**src/rtl/des_pipe_ctrl.sv**
```systemverilog
// des_pipe_ctrl: valid/ready sequencer, credit throttle and result FIFO for a
// free-running DES/TDES pipeline. Define DES_CTRL_TAG_EN for sideband tags.
module des_pipe_ctrl #(
    parameter int PIPE_LAT   = 17,
    parameter int KEY_LAT    = 1,
`ifdef DES_CTRL_TAG_EN
    parameter int TAG_W      = 4,
`endif
    parameter int OBUF_DEPTH = 32
) (
    input  logic             clk,
    input  logic             rst,
`ifdef DES_CTRL_TAG_EN
    input  logic [TAG_W-1:0] in_tag,
    output logic [TAG_W-1:0] out_tag,
`endif
    input  logic             in_valid,
    output logic             in_ready,
    input  logic [63:0]      in_data,
    input  logic             key_valid,
    output logic             key_ready,
    input  logic [63:0]      key_in,
    output logic [63:0]      pipe_data,
    output logic [63:0]      pipe_key,
    input  logic [63:0]      pipe_ret,
    output logic             out_valid,
    input  logic             out_ready,
    output logic [63:0]      out_data,
    output logic             busy
);

    localparam int IW = $clog2(PIPE_LAT + 1);
    localparam int CW = $clog2(OBUF_DEPTH + 1);
    localparam int PW = (OBUF_DEPTH > 1) ? $clog2(OBUF_DEPTH) : 1;
    localparam int KW = (KEY_LAT > 0) ? $clog2(KEY_LAT + 1) : 1;
    localparam int SW = $clog2(OBUF_DEPTH + PIPE_LAT + 1);

    typedef enum logic [1:0] {
        NOKEY,
        RUN,
        DRAIN,
        SETTLE
    } state_e;

    state_e              state_q, state_d;
    logic [KW-1:0]       cnt_q, cnt_d;
    logic [63:0]         pipe_data_q, pipe_data_d;
    logic [63:0]         pipe_key_q, pipe_key_d;
    logic [PIPE_LAT-1:0] vld_q, vld_d;
    logic [IW-1:0]       inflight_q, inflight_d;
    logic [PW-1:0]       wr_ptr_q, wr_ptr_d;
    logic [PW-1:0]       rd_ptr_q, rd_ptr_d;
    logic [CW-1:0]       count_q, count_d;
    logic [63:0]         mem_q [OBUF_DEPTH];

    logic accept;
    logic push;
    logic pop;
    logic credit;

    function automatic logic [PW-1:0] wrap_inc(input logic [PW-1:0] p);
        return (p == PW'(OBUF_DEPTH - 1)) ? '0 : p + PW'(1);
    endfunction

    // Every in-flight block already owns a FIFO slot, so a push never overflows.
    assign credit = (SW'(inflight_q) + SW'(count_q)) < SW'(OBUF_DEPTH);
    assign accept = in_valid && in_ready;
    assign push   = vld_q[PIPE_LAT-1];
    assign pop    = out_valid && out_ready;

    always_comb begin
        state_d    = state_q;
        cnt_d      = cnt_q;
        pipe_key_d = pipe_key_q;
        in_ready   = 1'b0;
        key_ready  = 1'b0;
        unique case (state_q)
            RUN: begin
                in_ready = !key_valid && credit;
                if (key_valid) begin
                    state_d = DRAIN;
                end
            end
            NOKEY, DRAIN: begin
                // The key schedule is shared by all stages: wait for empty.
                key_ready = (inflight_q == '0) && !rst;
                if (key_valid && key_ready) begin
                    pipe_key_d = key_in;
                    cnt_d      = KW'(KEY_LAT);
                    state_d    = (KEY_LAT == 0) ? RUN : SETTLE;
                end else if (!key_valid && state_q == DRAIN) begin
                    state_d = RUN;
                end
            end
            SETTLE: begin
                cnt_d = cnt_q - KW'(1);
                if (cnt_q <= KW'(1)) begin
                    state_d = RUN;
                end
            end
            default: begin
                state_d = NOKEY;
            end
        endcase
    end

    always_comb begin
        pipe_data_d = accept ? in_data : pipe_data_q;
        vld_d       = (vld_q << 1) | PIPE_LAT'(accept);
        inflight_d  = inflight_q + IW'(accept) - IW'(push);
        wr_ptr_d    = push ? wrap_inc(wr_ptr_q) : wr_ptr_q;
        rd_ptr_d    = pop ? wrap_inc(rd_ptr_q) : rd_ptr_q;
        count_d     = count_q + CW'(push) - CW'(pop);
    end

    always_ff @(posedge clk or posedge rst) begin
        if (rst) begin
            state_q     <= NOKEY;
            cnt_q       <= '0;
            pipe_data_q <= '0;
            pipe_key_q  <= '0;
            vld_q       <= '0;
            inflight_q  <= '0;
            wr_ptr_q    <= '0;
            rd_ptr_q    <= '0;
            count_q     <= '0;
        end else begin
            state_q     <= state_d;
            cnt_q       <= cnt_d;
            pipe_data_q <= pipe_data_d;
            pipe_key_q  <= pipe_key_d;
            vld_q       <= vld_d;
            inflight_q  <= inflight_d;
            wr_ptr_q    <= wr_ptr_d;
            rd_ptr_q    <= rd_ptr_d;
            count_q     <= count_d;
        end
    end

    always_ff @(posedge clk) begin
        if (push) begin
            mem_q[wr_ptr_q] <= pipe_ret;
        end
    end

`ifdef DES_CTRL_TAG_EN
    logic [TAG_W-1:0] tag_sr_q [PIPE_LAT];
    logic [TAG_W-1:0] tag_sr_d [PIPE_LAT];
    logic [TAG_W-1:0] tag_mem_q [OBUF_DEPTH];

    always_comb begin
        tag_sr_d[0] = accept ? in_tag : '0;
        for (int i = 1; i < PIPE_LAT; i++) begin
            tag_sr_d[i] = tag_sr_q[i-1];
        end
    end

    always_ff @(posedge clk or posedge rst) begin
        if (rst) begin
            tag_sr_q <= '{default: '0};
        end else begin
            tag_sr_q <= tag_sr_d;
        end
    end

    always_ff @(posedge clk) begin
        if (push) begin
            tag_mem_q[wr_ptr_q] <= tag_sr_q[PIPE_LAT-1];
        end
    end

    assign out_tag = tag_mem_q[rd_ptr_q];
`endif

    assign pipe_data = pipe_data_q;
    assign pipe_key  = pipe_key_q;
    assign out_valid = (count_q != '0);
    assign out_data  = mem_q[rd_ptr_q];
    assign busy      = (state_q != RUN) || (inflight_q != '0) || out_valid;

endmodule

```
**config.mk**
```make
export PLATFORM = sky130hd
export DESIGN_NAME = des_pipe_ctrl
export DESIGN_NICKNAME = d
export VERILOG_FILES = /design/src/rtl/des_pipe_ctrl.sv
export SDC_FILE = /design/constraint.sdc
export NUM_CORES = 2
export LEC_CHECK = 0
export CAP_MARGIN = 20
export CORE_MARGIN = 3
export CORE_UTILIZATION = 40
export CTS_CLUSTER_DIAMETER = 60
export DETAILED_ROUTE_END_ITERATION = 6
export GPL_TIMING_DRIVEN = 1
export SYNTH_ARGS = -nofsm -noshare
export SYNTH_HDL_FRONTEND = slang
export SYNTH_SLANG_ARGS = --single-unit
```
**constraint.sdc**
```tcl
create_clock -name clk -period 7.25 [get_ports clk]
set_input_delay 0.725 -clock clk [delete_from_list [all_inputs] [get_ports clk]]
set_output_delay 0.725 -clock clk [all_outputs]
set_load 0.02 [all_outputs]
```
The metal 4 layer:
Cells faint in the background.
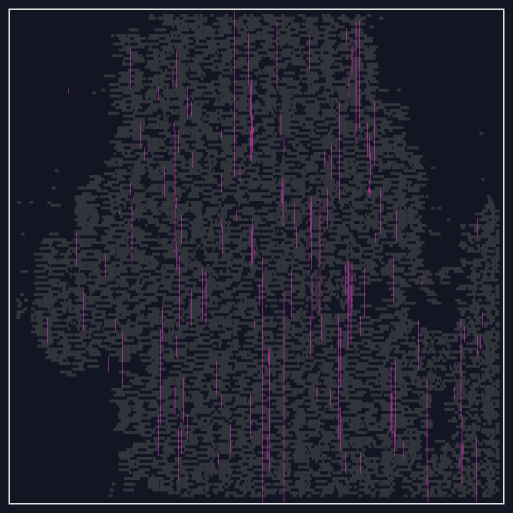
main direction: vertical
longest straight run: 232 um
aggregate routed wire length: 212000 um
total via count in the routed design: 42356

Clock routing:
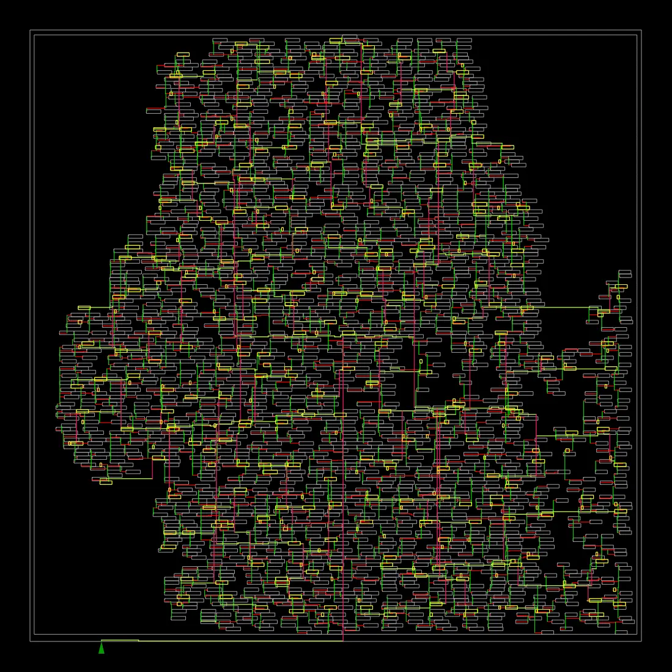
power of the clock network: 10900 uW
flip-flops: 2216
Clock Buffer Count: 281

Cells coloured by class:
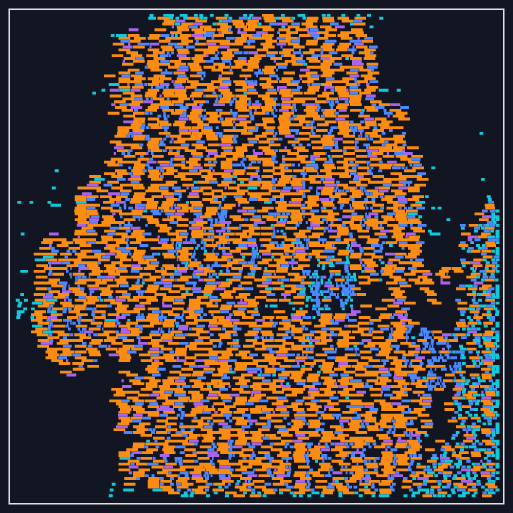
| class | colour | cells | share of their area |
|---|---|---|---|
| flops | orange | 2216 | 68% |
| combinational and other logic | blue | 1632 | 19% |
| other buffers and delay cells | cyan | 531 | 5.7% |
| clock drivers and dummy loads | purple | 398 | 7.2% |

Wiring heat map:
The die is cut into 23 by 23 equal tiles; dark blue is low, red is high, scaled to the fullest tile. Values are wire area over tile area, all layers added.
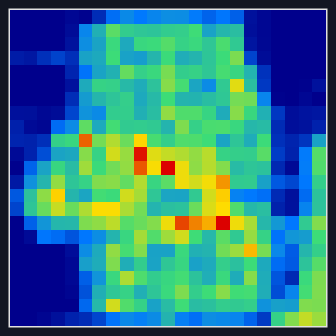
fullest tile: 0.46
tiles over half the peak: 25%
nearly empty tiles: 17%
emptiest ninth of the die: north-west
mean over tiles: 0.16
post-DR wirelength/cell: 27.9 um
aggregate global-route resource usage: 0.192

==> per-layer routing <==
| metal | global-route usage | vias to the layer above | part of all wire |
|---|---|---|---|
| met1 | 0.267 | 22418 | 0.42 |
| met5 | 0 | - | 0.00018 |
| met3 | 0.0391 | 325 | 0.076 |
| met2 | 0.309 | 1694 | 0.48 |
| li1 | - | 17913 | - |
| met4 | 0.0564 | 6 | 0.025 |
==> flip-flops by register name (all words and copies together) (netlist names) <==
signal and count:
state_q 2, rd_ptr_q 5, inflight_q 5, count_q 6, vld_q 17, wr_ptr_q 5, pipe_data 64, pipe_key 64
mem_q 2048
==> notes.md <==
The synthesis and PnR run went through. The flow ran to the end, and the final reports show no timing, DRC or antenna violations. Among logic cells in the layout, the one with the most instances is edfxtp_1. Before CTS, the worst setup slack after placement is 2.25 ns. Of the total power, combinational logic draws 0.268. STA lists the startpoint of the worst register-to-register path as wr_ptr_q[4]. The CTS report gives the tree buffer count as 220. Sequential logic power landed at 14800 uW.

In the final design database the tool counted 4825 nets. Cell internal power was estimated by the tool at 24600 uW. Across all setup checks in the final design, the least slack found is 1.40 ns. Violation count after the first detailed-routing iteration landed at 4224.

Summed instance area of the synthesized netlist landed at 84700 um^2. TritonCTS built the clock tree. The worst setup path is launched from a register. The first global-routing pass estimated 304000 um of wire. Looking at the group totals, the largest power group turns out to be registers. In the final timing run, aggregate negative setup slack is 0 ns.

CTS built an H-tree with a depth of 4. Cell resize tally after clock tree synthesis landed at 0. Number of max-capacitance violations reported landed at 0. Per the synth stats, the flop cell with the highest instance count is edfxtp_1.

For this run, the detailed router's first-pass iteration total came to 7. Multi-input gate count landed at 1606. Ranked by total cell area, the synthesized netlist is headed by edfxtp_1 (73%), mux4_2 (8.1%), dfrtp_1 (5.0%). The synthesized design spends more area on one cell type than any other, namely edfxtp_1. The synthesis report gives the async set-or-reset register share as 0.0758. From bottom edge to top edge, the die measures 466 um. The report lists the power per cell area as 352 nW/um^2. The finished cells cover 99700 um^2.

Highest net fanout along the worst path landed at 45. On the critical path, the stage with the largest delay is an instance of dfrtp_4. Relative area change from synthesis to final layout landed at 17.8%.

The floorplan step records an initial core utilization of 0.403. Checking hold timing, the worst path is listed with class in2async. Global routing finished with a remaining overflow of 0. Aoi/oai-family share of the synthesized area landed at 0.0365. Final non-filler cell total landed at 7591. Time the worst path needs with I/O delays and setup landed at 5.85 ns. Sequential portion of the cell area landed at 0.659. In the layout the commonest cells are edfxtp_1 (2048), mux2i_1 (395), clkdlybuf4s50_1 (392), mux4_2 (306), clkbuf_16 (229). Final weighted congestion in routability-driven placement landed at 0.759. Number of nets at floorplan landed at 4297.

During placement, the flow inserted port buffers numbering 392. The flow reports an fmax of 171 MHz. Of the total power, the clock network draws 0.311. The flow inserted 2805 tap cells.

Listed in order, past its start point the critical path passes buf_4, nor2b_4, buf_4, nand3_1, o22ai_1, nor2_1, and3_1, clkdlybuf4s50_1. According to the timing report, the arrival time at the worst endpoint equals 5.12 ns. Yosys reported a register bit count of 2216. Area share of the leading cell type in the synthesized netlist landed at 0.726. Together, buffers and inverters on the worst path number 3. Maximum single-stage delay on the critical path landed at 0.85 ns.

Yosys reports that the most numerous cell types are edfxtp_1 (2048), mux2i_1 (395), mux4_2 (306). For flop-to-flop paths, the worst setup slack is 3.65 ns. Yosys printed 0 warnings. The repair_antennas step left the layout with diodes totalling 9. Clock latency on the worst-skew pair landed at 0.86 ns. Power consumption landed at 35100 uW. Yosys chip area landed at 84700 um^2. Area share of and/or/nand/nor cells after synthesis landed at 0.0179.

In this run the mean area of a mapped cell was 20.8 um^2. At the end of the flow the core is filled with cells to 0.475. The launch point of the critical path was reported as rd_ptr_q[1]. Of the total synthesized cell area, the portion taken by full adders, half adders and majority gates is 0.00417. 393 I/O pins were placed. Area taken by flip-flops and latches landed at 65700 um^2. Of the cells placed in the final design, the portion with a size suffix greater than 1 is 0.197. Combinational group power landed at 9400 uW. Maximum count of clock buffers along a single path landed at 3. Number of antenna violations at the first check in global routing landed at 21.

Antenna violation net count after detailed routing landed at 0. Count of non-CTS buffers in the layout landed at 531. After detailed placement, the design holds a cell count of 7157. In this design, the critical path's most frequently occurring cell is buf_4. Row count landed at 168. Pins over their slew limit in the final report were tallied at 0. Count of inverters not on the clock network in the layout landed at 26. Setup repair after global routing left no endpoint under its margin. Remaining max-slew budget at the tightest pin landed at 0.211. Leakage power landed at 0.0330 uW. In the Yosys stats the netlist draws on 53 distinct library cells. The cell-mix breakdown from Yosys lists the XOR/XNOR area share as 0.000931.

In this run, post-CTS hold repair placed 0 buffers. The number of setup buffers added after CTS is 0. The most critical setup path has its endpoint at out_data[0]. Fraction of cell area in non-clock buffers landed at 0.0553. Number of cells on the critical path landed at 8. Fraction of the cycle the final worst path needs landed at 0.806.
No activity file was given, so power comes from the tool's default toggle rates.
